--- config.mk ---
export PLATFORM = sky130hd
export DESIGN_NAME = fetch_unit_flat
export DESIGN_NICKNAME = d
export VERILOG_FILES = /design/src/rtl/simplerisc_pkg.sv /design/src/rtl/fetch_unit_if.sv /design/src/rtl/fetch_skid.sv /design/src/rtl/fetch_unit.sv /design/src/flat_wrapper.sv
export SDC_FILE = /design/constraint.sdc
export NUM_CORES = 1
export LEC_CHECK = 0
export CAP_MARGIN = 20
export CORE_ASPECT_RATIO = 0.8
export CORE_MARGIN = 5
export CORE_UTILIZATION = 35
export CTS_BUF_LIST = sky130_fd_sc_hd__clkbuf_8
export CTS_CLUSTER_DIAMETER = 50
export CTS_CLUSTER_SIZE = 25
export DETAILED_ROUTE_END_ITERATION = 16
export GPL_ROUTABILITY_DRIVEN = 1
export GPL_TIMING_DRIVEN = 0
export HOLD_SLACK_MARGIN = 0.06
export PLACE_DENSITY = 0.59
export SLEW_MARGIN = 10
export SYNTH_ARGS = -nofsm -noshare
export SYNTH_HDL_FRONTEND = slang
export SYNTH_HIERARCHICAL = 1
export SYNTH_SLANG_ARGS = --single-unit
--- constraint.sdc ---
create_clock -name clk -period 2.3 [get_ports clk]
set_input_delay 0.345 -clock clk [delete_from_list [all_inputs] [get_ports clk]]
set_output_delay 0.345 -clock clk [all_outputs]
set_load 0.02 [all_outputs]
--- src/rtl/simplerisc_pkg.sv ---
// Shared SimpleRISC definitions: nop encoding, reset PC and fetch FSM encoding.
package simplerisc_pkg;

  localparam logic [31:0] SR_NOP_INST = 32'h6800_0000;
  localparam logic [31:0] SR_RESET_PC = 32'h0000_0000;

  typedef enum logic [1:0] {
    FETCH = 2'd0,
    HOLD  = 2'd1,
    DROP  = 2'd2
  } fetch_state_e;

  // Sequential PC step; 32-bit arithmetic wraps 0xFFFF_FFFC to 0.
  function automatic logic [31:0] pc_plus4(input logic [31:0] pc);
    return pc + 32'd4;
  endfunction

endpackage

--- src/rtl/fetch_unit_if.sv ---
// Instruction memory port between the fetch unit (master) and memory (slave).
// Handshake: the master raises imemReq with imemAddr and keeps both stable
// until a cycle in which the slave asserts imemValid with imemData; that
// cycle completes the transfer (imemValid may come in the request cycle).
interface fetch_unit_if;
  logic        imemReq;
  logic [31:0] imemAddr;
  logic [31:0] imemData;
  logic        imemValid;

  modport master (output imemReq, output imemAddr, input imemData, input imemValid);
  modport slave  (input imemReq, input imemAddr, output imemData, output imemValid);
endinterface

--- src/rtl/fetch_skid.sv ---
// One-entry skid buffer holding a fetched {pc, inst} while the OF stage stalls.
module fetch_skid (
  input  logic        clk,
  input  logic        rst,
  input  logic        load,
  input  logic        drain,
  input  logic        clear,
  input  logic [31:0] pc_in,
  input  logic [31:0] inst_in,
  output logic        valid,
  output logic [31:0] pc,
  output logic [31:0] inst
);

  logic        valid_q, valid_d;
  logic [31:0] pc_q, pc_d;
  logic [31:0] inst_q, inst_d;

  // Next entry: clear beats load, load beats drain.
  always_comb begin
    valid_d = valid_q;
    pc_d    = pc_q;
    inst_d  = inst_q;
    if (clear) begin
      valid_d = 1'b0;
    end else if (load) begin
      valid_d = 1'b1;
      pc_d    = pc_in;
      inst_d  = inst_in;
    end else if (drain) begin
      valid_d = 1'b0;
    end
  end

  // Entry register.
  always_ff @(posedge clk) begin
    if (rst) begin
      valid_q <= 1'b0;
      pc_q    <= '0;
      inst_q  <= '0;
    end else begin
      valid_q <= valid_d;
      pc_q    <= pc_d;
      inst_q  <= inst_d;
    end
  end

  assign valid = valid_q;
  assign pc    = pc_q;
  assign inst  = inst_q;

endmodule

--- src/rtl/fetch_unit.sv ---
// SimpleRISC IF stage: PC, fetch FSM (FETCH/HOLD/DROP) and the IF/OF latch.
module fetch_unit
  import simplerisc_pkg::*;
#(
  parameter logic [31:0] RESET_PC = SR_RESET_PC,
  parameter logic [31:0] NOP_INST = SR_NOP_INST
) (
  input  logic                clk,
  input  logic                rst,
  input  logic [31:0]         branchPC,
  input  logic                isBranchTaken,
  input  logic                stall,
  fetch_unit_if.master        imem,
  output logic [31:0]         pc_OF,
  output logic [31:0]         inst_OF,
  output logic                valid_OF,
  output logic                flush,
  output fetch_state_e        state_dbg
);

  fetch_state_e state_q, state_d;
  logic [31:0]  pc_q, pc_d;
  logic [31:0]  drop_addr_q, drop_addr_d;  // address still owed a response in DROP
  logic [31:0]  pc_of_q, pc_of_d;
  logic [31:0]  inst_of_q, inst_of_d;
  logic         valid_of_q, valid_of_d;

  logic         skid_load, skid_drain, skid_clear;
  logic         skid_valid;
  logic [31:0]  skid_pc, skid_inst;
  logic         imem_req;
  logic [31:0]  imem_addr;

  fetch_skid u_skid (
    .clk     (clk),
    .rst     (rst),
    .load    (skid_load),
    .drain   (skid_drain),
    .clear   (skid_clear),
    .pc_in   (pc_q),
    .inst_in (imem.imemData),
    .valid   (skid_valid),
    .pc      (skid_pc),
    .inst    (skid_inst)
  );

  // Next state, PC, IF/OF latch and memory request; a taken branch overrides stall.
  always_comb begin
    state_d     = state_q;
    pc_d        = pc_q;
    drop_addr_d = drop_addr_q;
    pc_of_d     = pc_of_q;
    inst_of_d   = inst_of_q;
    valid_of_d  = valid_of_q;
    skid_load   = 1'b0;
    skid_drain  = 1'b0;
    skid_clear  = 1'b0;
    imem_req    = 1'b0;
    imem_addr   = pc_q;

    if (isBranchTaken) begin
      pc_d       = branchPC;
      pc_of_d    = '0;
      inst_of_d  = NOP_INST;
      valid_of_d = 1'b0;
      skid_clear = 1'b1;
    end

    case (state_q)
      FETCH: begin
        imem_req  = 1'b1;
        imem_addr = pc_q;
        if (isBranchTaken) begin
          // An in-flight request must still be answered before refetching.
          if (!imem.imemValid) begin
            state_d     = DROP;
            drop_addr_d = pc_q;
          end
        end else if (imem.imemValid) begin
          pc_d = pc_plus4(pc_q);
          if (!stall) begin
            pc_of_d    = pc_q;
            inst_of_d  = imem.imemData;
            valid_of_d = 1'b1;
          end else begin
            skid_load = 1'b1;
            state_d   = HOLD;
          end
        end else if (!stall) begin
          inst_of_d  = NOP_INST;
          valid_of_d = 1'b0;
        end
      end
      HOLD: begin
        if (isBranchTaken) begin
          state_d = FETCH;
        end else if (!stall) begin
          pc_of_d    = skid_pc;
          inst_of_d  = skid_inst;
          valid_of_d = skid_valid;
          skid_drain = 1'b1;
          state_d    = FETCH;
        end
      end
      DROP: begin
        imem_req  = 1'b1;
        imem_addr = drop_addr_q;
        // A newer branch only retargets the PC; leave once the stale response lands.
        if (imem.imemValid) begin
          state_d = FETCH;
        end
        if (!isBranchTaken && !stall) begin
          inst_of_d  = NOP_INST;
          valid_of_d = 1'b0;
        end
      end
      default: begin
        state_d = FETCH;
      end
    endcase
  end

  // State, PC and IF/OF latch registers; reset wins over branch and stall.
  always_ff @(posedge clk) begin
    if (rst) begin
      state_q     <= FETCH;
      pc_q        <= RESET_PC;
      drop_addr_q <= '0;
      pc_of_q     <= '0;
      inst_of_q   <= NOP_INST;
      valid_of_q  <= 1'b0;
    end else begin
      state_q     <= state_d;
      pc_q        <= pc_d;
      drop_addr_q <= drop_addr_d;
      pc_of_q     <= pc_of_d;
      inst_of_q   <= inst_of_d;
      valid_of_q  <= valid_of_d;
    end
  end

  assign imem.imemReq  = imem_req;
  assign imem.imemAddr = imem_addr;
  assign pc_OF         = pc_of_q;
  assign inst_OF       = inst_of_q;
  assign valid_OF      = valid_of_q;
  assign flush         = isBranchTaken;
  assign state_dbg     = state_q;

endmodule
--- src/flat_wrapper.sv ---
// flat-port wrapper written by rule: the top's interface ports become plain ports
module fetch_unit_flat import simplerisc_pkg::*;
#(
  parameter logic [31:0] RESET_PC = SR_RESET_PC,
  parameter logic [31:0] NOP_INST = SR_NOP_INST
)
  (clk, rst, branchPC, isBranchTaken, stall, pc_OF, inst_OF, valid_OF, flush, state_dbg, imem_imemReq, imem_imemAddr, imem_imemData, imem_imemValid);
  fetch_unit_if imem_i ();
  input  logic clk;
  input  logic rst;
  input  logic [31:0] branchPC;
  input  logic isBranchTaken;
  input  logic stall;
  output logic [31:0] pc_OF;
  output logic [31:0] inst_OF;
  output logic valid_OF;
  output logic flush;
  output fetch_state_e state_dbg;
  output wire logic [$bits(imem_i.imemReq)-1:0] imem_imemReq;
  output wire logic [$bits(imem_i.imemAddr)-1:0] imem_imemAddr;
  input wire logic [$bits(imem_i.imemData)-1:0] imem_imemData;
  input wire logic [$bits(imem_i.imemValid)-1:0] imem_imemValid;
  assign imem_imemReq = imem_i.imemReq;
  assign imem_imemAddr = imem_i.imemAddr;
  assign imem_i.imemData = imem_imemData;
  assign imem_i.imemValid = imem_imemValid;
  fetch_unit #(.RESET_PC(RESET_PC), .NOP_INST(NOP_INST)) u_core (.clk(clk), .rst(rst), .branchPC(branchPC), .isBranchTaken(isBranchTaken), .stall(stall), .imem(imem_i), .pc_OF(pc_OF), .inst_OF(inst_OF), .valid_OF(valid_OF), .flush(flush), .state_dbg(state_dbg));
endmodule
Fig. 1: PDN straps and rails
Pins as bars on the die edge.
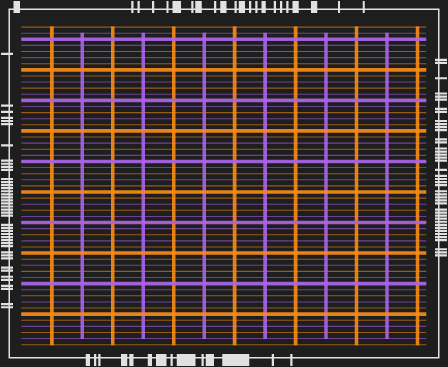
VDD: marked purple. VSS: marked orange.
170 signal pins sit on the boundary. The core has 52 rows.
peak supply drop: 365.7 uV
vertical die size: 154.5 um

Fig. 2: gate-type map
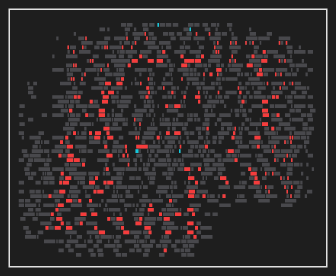
inverters: marked cyan, cells 4. NAND gates: marked red, cells 231, where all over the die.
combinational fraction of the cell area: 40.28%
Cell Count, Final, Fillers Out: 1,515
most frequent standard cell in the layout excluding fill and tap cells: sky130_fd_sc_hd__dfxtp_1

==> COMMIT_EDITMSG <==
Store results of the implementation flow

- Power dissipated by switching net loads: between 1.5 and 2 mW
- Required arrival time at the worst endpoint: around 2.7 ns
* Post-synthesis instance area: 9134 um2
* Main area contributors: sky130_fd_sc_hd__dfxtp_1 43%, sky130_fd_sc_hd__nand4bb_1 7.9%, sky130_fd_sc_hd__a222oi_1 6.7%, sky130_fd_sc_hd__o21ai_2 5.8%, sky130_fd_sc_hd__nand2b_1 4.4%
* Top cells by count: 196 x sky130_fd_sc_hd__dfxtp_1, 91 x sky130_fd_sc_hd__nor2_1, 84 x sky130_fd_sc_hd__nand2_1
- Length of routed met3 wiring: between 2 and 3 mm
- Family of cells with the greatest summed delay on the critical path: simple AND/OR/NAND/NOR gates
* Critical Path, Cell by Cell: clkdlybuf4s50_1 > buf_2 > nor4b_4 > nand3_1 > or4b_1 > o311a_1
* Parity-gate share of the synthesized area counting xor and xnor cells: less than 1%
- Warnings reported by Yosys during synthesis add up to 6.
- In the synthesized netlist, the number of instances is 959.
- Remaining number of nets flagged by the antenna check after routing: 0
* Overall power of the completed layout: between 6 and 7 mW
- Number of buffers between clock root and the deepest sink: 2
- Clock transition at path regs: about 0.10 ns
- The global routing report lists met1 layer usage as roughly 31%.
- Routed wire per std cell: between 20 and 25 um
* RSZ-0062 raised after global routing: yes
* Post-synthesis sequential area ratio: a little over two fifths
- Of the combinational cells, the family taking the most area is simple AND/OR/NAND/NOR gates.
- Max-slew violation count: 0
* Share of the core filled by cells before placement: between 30 and 40%
* Share of synthesized registers carrying an async set or reset: 0%
- Top cell type by total area after synthesis: sky130_fd_sc_hd__dfxtp_1
- Commonest flop: sky130_fd_sc_hd__dfxtp_1
- Critical Setup Path Class: input port to flop
- Cell count along the critical path: 6
- Global routing put the most usage on met1.
- Met2 routed WL: 13.59 mm
- Post-layout minimum cycle time: roughly 2.3 ns
- After layout, the buffer instance count without clock buffers stands at around 280.
- Origin of the worst min-delay path: rst
* Final routed DRC violation total: 0
* Startpoint type of the worst setup path: input port
* Die Outline Area: 29,450 um2
- The final weighted congestion recorded by global placement is between 0.9 and 1.
- Proportion of final cell area spent on non-clock buffers: between 10% and 20%
- Worst stage delay on the critical path: between 0.5 and 0.6 ns
* Global routing met2 resource utilization: approximately 30%
- In this run, the synthesized area fraction spent on and/or/nand/nor cells is recorded as between 20% and 30%.
- Number of instances on the worst hold path: 3
- Worst reg2reg startpoint: u_core/pc_q[9]
* Number of max-capacitance violations reported: 0
- Total of cells resized after clock tree synthesis: ~160
- During placement, the flow inserted port buffers numbering approximately 170.
* Run status: finished clean
- According to the floorplan report, the placeable core area is approximately 26,000 um2.
- Synthesized area per cell: 9.524 um2
- Worst hold path endpoint: u_core/u_skid/pc[28]
- The filler cells instantiated in the layout total 2,513.
- The final report gives the core utilization as roughly 46%.
* Class of the tightest hold or removal check: input port to flop
- The clock network accounts for 33.8% of the total power.
- Number of vias per cell: 5.508
- Number of antenna cells inserted: 1
- Once routing completed, OpenROAD measured the worst setup slack at around 0.044 ns.
- The power report puts the leakage power at 4.169 nW.
- The first detailed-routing pass ran for 6 iterations.
* Share of cells above drive strength 1: roughly a fifth
* Post-CTS Hold Fix Bufs: 0
* Startpoint of the worst setup timing path: imem_imemValid
* Total number of tap cells: about 350
* Arrival time worst endpoint: 2.62 ns
- Endpoints with negative setup slack in the final report add up to 0.
- Looking at the gate-level netlist, the highest instance count belongs to sky130_fd_sc_hd__dfxtp_1.
- Worst-case hold slack: between 0.3 and 0.4 ns
- For this design, the sink count on the clock tree is roughly 200.
- Worst-Margin Slew: ~0.73 ns
- Starting DRC count in detailed routing: between 900 and 1,000
* Largest area class, layout: logic gates
* Internal power summed over all cells: just under 5 mW
- Total wirelength of the detailed-routed design: ~32 mm
- Of the total synthesized cell area, the portion taken by AND-OR and OR-AND cells is slightly above 20%.
- Worst slack, placed: -0.9537 ns
- The highest layer touched by signal routing is met4.
- STA shows the worst reg2reg path with a cell count of 6.
- In this run the tightest slew margin relative to its limit is approximately half.
- After synthesis, the chip area reported by Yosys is 9134 um2.
- Post-route cell area: around 12,000 um2
- Per the placement report, the placed cell count is 1,478.
- The non-clock inverters instantiated in the layout total 4.
- Via count: around 8,300
- Clock-cell share of area: under 10%
* Instance area at placement: ~11,000 um2
Fig. 3: pin map
Pins as bars across the die edge, other pins in gray.
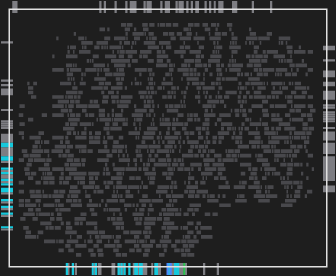
isBranchTaken: marked green, pins 1, direction input, edge south. state_dbg: marked blue, pins 2, direction output, edge south. inst_OF: marked cyan, pins 32, direction output, edge 18 south, 14 west.

Fig. 4: the clock network
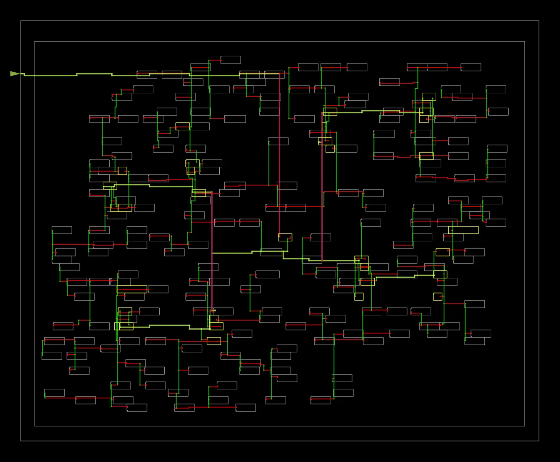
total CTS buffers: 17
Clock Skews: 0.01694 ns

worst reg2reg max path, stage by stage (launching register included):
cell and delay [ns]:
sky130_fd_sc_hd__dfxtp_1 0.36, sky130_fd_sc_hd__clkbuf_4 0.23, sky130_fd_sc_hd__nand3_4 0.14, sky130_fd_sc_hd__or4_1 0.53, sky130_fd_sc_hd__buf_2 0.19, sky130_fd_sc_hd__or4b_1 0.54, sky130_fd_sc_hd__o311a_1 0.14
power by group through the flow:
stage,clock (mW),sequential [mW],combinational [mW]
after floorplan,0,3.65,0.533
after global placement,0,3.67,0.999
after detailed placement,0,3.67,1.00
after CTS,2.41,3.59,1.00
after global routing,2.54,3.61,1.08
final,2.35,3.60,1.01
Power is estimated from default activity; no workload was simulated.
